==> config.mk <==
export PLATFORM = sky130hd
export DESIGN_NAME = pulse_gen_multi_flat
export DESIGN_NICKNAME = d
export VERILOG_FILES = /design/src/rtl/pulse_gen_multi_if.sv /design/src/rtl/pulse_gen_multi.sv /design/src/flat_wrapper.sv
export SDC_FILE = /design/constraint.sdc
export NUM_CORES = 1
export LEC_CHECK = 0
export ABC_AREA = 1
export CAP_MARGIN = 10
export CORE_MARGIN = 2
export CORE_UTILIZATION = 62
export CTS_BUF_LIST = sky130_fd_sc_hd__clkbuf_4 sky130_fd_sc_hd__clkbuf_8 sky130_fd_sc_hd__clkbuf_16
export CTS_CLUSTER_DIAMETER = 30
export DETAILED_ROUTE_END_ITERATION = 8
export GPL_TIMING_DRIVEN = 0
export PLACE_DENSITY = 0.88
export RECOVER_POWER = 50
export SLEW_MARGIN = 20
export SYNTH_ARGS = -nofsm -noshare
export SYNTH_HDL_FRONTEND = slang
export SYNTH_SLANG_ARGS = --single-unit
==> constraint.sdc <==
create_clock -name clk -period 3 [get_ports clk]
set_input_delay 0.6 -clock clk [delete_from_list [all_inputs] [get_ports clk]]
set_output_delay 0.6 -clock clk [all_outputs]
set_load 0.05 [all_outputs]
==> src/rtl/pulse_gen_multi_if.sv <==
// pulse_gen_multi_if
// Bundles the per-channel control inputs and status outputs of the
// multi-channel pulse generator. The controller side uses the master
// modport. The generator itself uses the slave modport.
interface pulse_gen_multi_if #(
    parameter int NUM_CH  = 4,
    parameter int CNT_W   = 16,
    parameter int BURST_W = 8
);
    logic [NUM_CH-1:0]         enable;
    logic [NUM_CH-1:0]         mode;
    logic [NUM_CH-1:0]         start;
    logic [NUM_CH*CNT_W-1:0]   active_cycles;
    logic [NUM_CH*CNT_W-1:0]   non_active_cycles;
    logic [NUM_CH*BURST_W-1:0] burst_len;
    logic [NUM_CH-1:0]         pulse_gen_output;
    logic [NUM_CH-1:0]         busy;
    logic [NUM_CH-1:0]         done;

    modport master (
        output enable,
        output mode,
        output start,
        output active_cycles,
        output non_active_cycles,
        output burst_len,
        input  pulse_gen_output,
        input  busy,
        input  done
    );

    modport slave (
        input  enable,
        input  mode,
        input  start,
        input  active_cycles,
        input  non_active_cycles,
        input  burst_len,
        output pulse_gen_output,
        output busy,
        output done
    );
endinterface

==> src/rtl/pulse_gen_multi.sv <==
// pulse_gen_multi
// Multi-channel programmable pulse generator. Each channel runs its own
// IDLE / ACTIVE / NON_ACTIVE state machine. A channel produces either a
// continuous pulse train or a counted burst of pulses. The high and low
// durations are counted in clock cycles, and a zero count is treated as 1.
// All outputs are decoded from registered state, so no input has a
// combinational path to an output.
module pulse_gen_multi #(
    parameter int NUM_CH  = 4,
    parameter int CNT_W   = 16,
    parameter int BURST_W = 8
) (
    input  logic             clk,
    input  logic             reset_n,
    pulse_gen_multi_if.slave bus
);

    typedef enum logic [1:0] {
        IDLE       = 2'd0,
        ACTIVE     = 2'd1,
        NON_ACTIVE = 2'd2
    } state_t;

    localparam logic [CNT_W-1:0]   CNT_ONE   = CNT_W'(1);
    localparam logic [BURST_W-1:0] BURST_ONE = BURST_W'(1);

    // A programmed count of zero behaves as a count of one.
    function automatic logic [CNT_W-1:0] clamp_cnt(input logic [CNT_W-1:0] value);
        return (value == '0) ? CNT_ONE : value;
    endfunction

    function automatic logic [BURST_W-1:0] clamp_burst(input logic [BURST_W-1:0] value);
        return (value == '0) ? BURST_ONE : value;
    endfunction

    logic [NUM_CH-1:0] pulse_vec;
    logic [NUM_CH-1:0] busy_vec;
    logic [NUM_CH-1:0] done_vec;

    assign bus.pulse_gen_output = pulse_vec;
    assign bus.busy             = busy_vec;
    assign bus.done             = done_vec;

    for (genvar c = 0; c < NUM_CH; c++) begin : g_ch
        state_t             state;
        logic [CNT_W-1:0]   cnt;
        logic [CNT_W-1:0]   non_active_lat;
        logic [BURST_W-1:0] remaining;
        logic               burst_mode;
        logic               done_q;

        logic [CNT_W-1:0]   active_req;
        logic [CNT_W-1:0]   non_active_req;
        logic [BURST_W-1:0] burst_req;

        assign active_req     = clamp_cnt(bus.active_cycles[c*CNT_W +: CNT_W]);
        assign non_active_req = clamp_cnt(bus.non_active_cycles[c*CNT_W +: CNT_W]);
        assign burst_req      = clamp_burst(bus.burst_len[c*BURST_W +: BURST_W]);

        // The counter holds the remaining cycles of the current phase minus one.
        // Remaining holds the pulses still to start after the current one.
        always_ff @(posedge clk or negedge reset_n) begin
            if (!reset_n) begin
                state          <= IDLE;
                cnt            <= '0;
                non_active_lat <= '0;
                remaining      <= '0;
                burst_mode     <= 1'b0;
                done_q         <= 1'b0;
            end else begin
                done_q <= 1'b0;
                if (!bus.enable[c]) begin
                    state          <= IDLE;
                    cnt            <= '0;
                    non_active_lat <= '0;
                    remaining      <= '0;
                    burst_mode     <= 1'b0;
                end else begin
                    case (state)
                        IDLE: begin
                            if (!bus.mode[c] || bus.start[c]) begin
                                state          <= ACTIVE;
                                cnt            <= active_req - CNT_ONE;
                                non_active_lat <= non_active_req;
                                burst_mode     <= bus.mode[c];
                                remaining      <= bus.mode[c] ? (burst_req - BURST_ONE) : '0;
                            end
                        end
                        ACTIVE: begin
                            if (cnt == '0) begin
                                state <= NON_ACTIVE;
                                cnt   <= non_active_lat - CNT_ONE;
                            end else begin
                                cnt <= cnt - CNT_ONE;
                            end
                        end
                        NON_ACTIVE: begin
                            if (cnt != '0) begin
                                cnt <= cnt - CNT_ONE;
                            end else if (burst_mode && (remaining == '0)) begin
                                state      <= IDLE;
                                burst_mode <= 1'b0;
                                done_q     <= 1'b1;
                            end else begin
                                state          <= ACTIVE;
                                cnt            <= active_req - CNT_ONE;
                                non_active_lat <= non_active_req;
                                if (burst_mode) begin
                                    remaining <= remaining - BURST_ONE;
                                end
                            end
                        end
                        default: begin
                            state <= IDLE;
                            cnt   <= '0;
                        end
                    endcase
                end
            end
        end

        assign pulse_vec[c] = (state == ACTIVE);
        assign busy_vec[c]  = (state != IDLE);
        assign done_vec[c]  = done_q;
    end

endmodule
==> src/flat_wrapper.sv <==
// flat-port wrapper written by rule: the top's interface ports become plain ports
module pulse_gen_multi_flat 
#(
    parameter int NUM_CH  = 4,
    parameter int CNT_W   = 16,
    parameter int BURST_W = 8
)
  (clk, reset_n, bus_enable, bus_mode, bus_start, bus_active_cycles, bus_non_active_cycles, bus_burst_len, bus_pulse_gen_output, bus_busy, bus_done);
  pulse_gen_multi_if #(.NUM_CH(NUM_CH), .CNT_W(CNT_W), .BURST_W(BURST_W)) bus_i ();
  input  logic clk;
  input  logic reset_n;
  input wire logic [$bits(bus_i.enable)-1:0] bus_enable;
  input wire logic [$bits(bus_i.mode)-1:0] bus_mode;
  input wire logic [$bits(bus_i.start)-1:0] bus_start;
  input wire logic [$bits(bus_i.active_cycles)-1:0] bus_active_cycles;
  input wire logic [$bits(bus_i.non_active_cycles)-1:0] bus_non_active_cycles;
  input wire logic [$bits(bus_i.burst_len)-1:0] bus_burst_len;
  output wire logic [$bits(bus_i.pulse_gen_output)-1:0] bus_pulse_gen_output;
  output wire logic [$bits(bus_i.busy)-1:0] bus_busy;
  output wire logic [$bits(bus_i.done)-1:0] bus_done;
  assign bus_i.enable = bus_enable;
  assign bus_i.mode = bus_mode;
  assign bus_i.start = bus_start;
  assign bus_i.active_cycles = bus_active_cycles;
  assign bus_i.non_active_cycles = bus_non_active_cycles;
  assign bus_i.burst_len = bus_burst_len;
  assign bus_pulse_gen_output = bus_i.pulse_gen_output;
  assign bus_busy = bus_i.busy;
  assign bus_done = bus_i.done;
  pulse_gen_multi #(.NUM_CH(NUM_CH), .CNT_W(CNT_W), .BURST_W(BURST_W)) u_core (.clk(clk), .reset_n(reset_n), .bus(bus_i));
endmodule
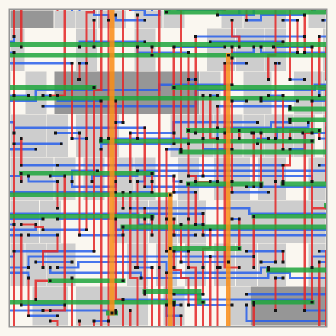
zoom.png
Region (109, 109) to (129, 129) um. Cells in gray, sequential cells in the stronger gray; small squares are vias.
Blue marks met1. Green marks met3. Orange marks met4. Red marks met2.
Most frequent: nand2_1 (11), nor2_1 (7), inv_1 (7). 49 logic cells have their middle in the window. Sequential cells in the window: 2. Netlist names of flops here include u_core.g_ch.cnt (2).

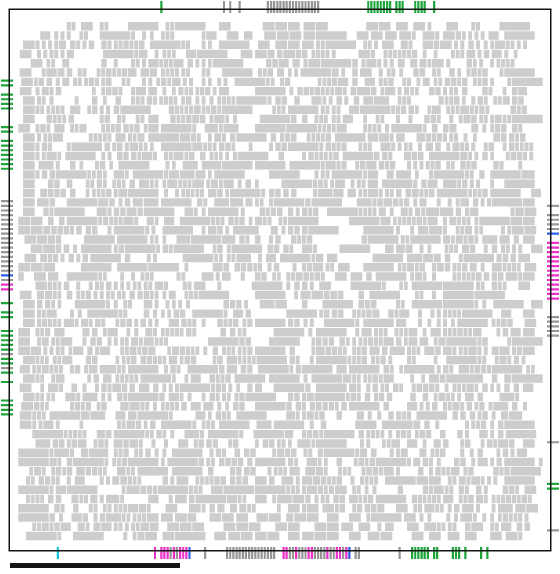
pins.png
Bar = 50 um. Pins as bars across the die edge, other pins in gray.
Blue marks bus_enable, pins 4, direction input, edge 2 bottom, 1 right, 1 left. Magenta marks bus_burst_len, pins 32, direction input, edge 17 bottom, 13 right, 2 left. Green marks bus_active_cycles, pins 64, direction input, edge 31 left, 17 top, 14 bottom, 2 right. Cyan marks clk, pins 1, direction input, edge bottom.
All pins by edge: 68 bottom, 53 left, 37 top, 28 right.
I/O Buffers: 184
floorplan die height: 158 um

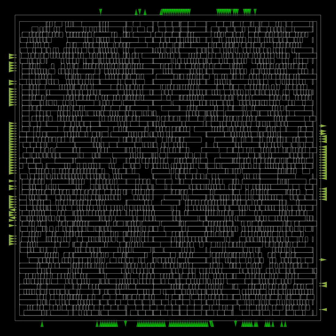
final_placement.png
Tapcell Cnt: 319
core outline area: 0.0235 mm^2

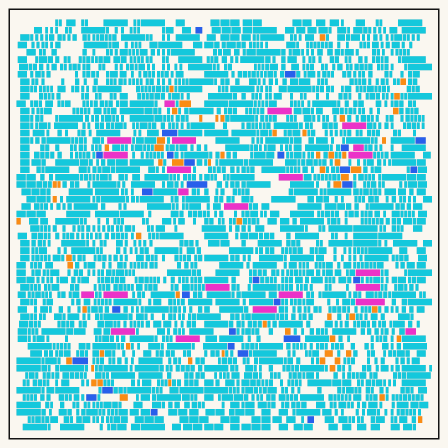
drive_strength.png
Magenta marks drive 6 and up, cells 23, share 0.89%. Cyan marks drive 1 or less, cells 2,457, share 96%. Orange marks drive 2, cells 63, share 2.5%. Blue marks drive 3 to 4, cells 28, share 1.1%.
final design instance area without fill: 0.0176 mm^2
final worst-path setup slack: 0.132 ns

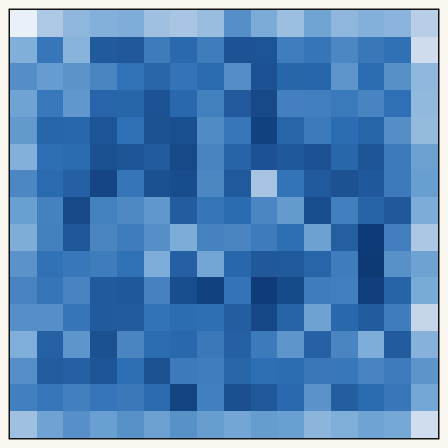
density.png
16 x 16 tiles, from white (low) to dark blue (high), 0 to 100% covered.
38% of the tiles are over 75% full. The fullest tile reaches 97%. The mean over all tiles is 69%.
utilization after layout: 74.9%
floorplan core density: 63.0%

==> flow_summary.rst <==
Metrics
=======

.. list-table::
   :header-rows: 1

   * - Metric
     - Value
   * - Cell Pwr Density
     - between 600 and 700 mW/mm^2
   * - Number of global-route vias before repair
     - 15,423
   * - Yosys simple share
     - 39.9%
   * - Comb/total area
     - between 50% and 60%
   * - Reg-to-Reg Start
     - u_core.g_ch[1].state[0]
   * - I/O pin count
     - about 190
   * - Arrival @ worst endpoint
     - around 2.3 ns
   * - Most common cell in the synthesized netlist
     - sky130_fd_sc_hd__nand2_1
   * - Wire length of the first global-routing pass
     - 71,900 um
   * - Comb pwr share
     - ~50%
   * - Peak supply drop
     - between 0.3 and 0.4 mV
   * - Failing checks
     - capacitance limit, slew limit
   * - Chip Area, Yosys
     - approximately 0.015 mm^2
   * - Count of tool warnings
     - 30
   * - Final number of hold-violating endpoints
     - 0
   * - Avg Inst Size Synth
     - 6.28 um^2
   * - Area contributors post-synth
     - sky130_fd_sc_hd__dfrtp_1 30%, sky130_fd_sc_hd__nand2_1 16%, sky130_fd_sc_hd__nand3_1 8.9%, sky130_fd_sc_hd__nor2_1 8.0%, sky130_fd_sc_hd__inv_1 7.9%
   * - Dominant register cell in the synthesized netlist
     - sky130_fd_sc_hd__dfrtp_1
   * - Final net count
     - between 2,000 and 3,000
   * - Total of max-cap violations
     - 1
   * - Metal-1 WL
     - 18,700 um
   * - Final Max Tran Viols
     - between 80 and 90
   * - Run status
     - finished, violations left
   * - Clock buffers and inverters, area share
     - under 10%
   * - Most congested layer reported by global routing
     - met2
   * - Post-synthesis cell type with the largest combined area
     - sky130_fd_sc_hd__dfrtp_1
Power is estimated from default activity; no workload was simulated.
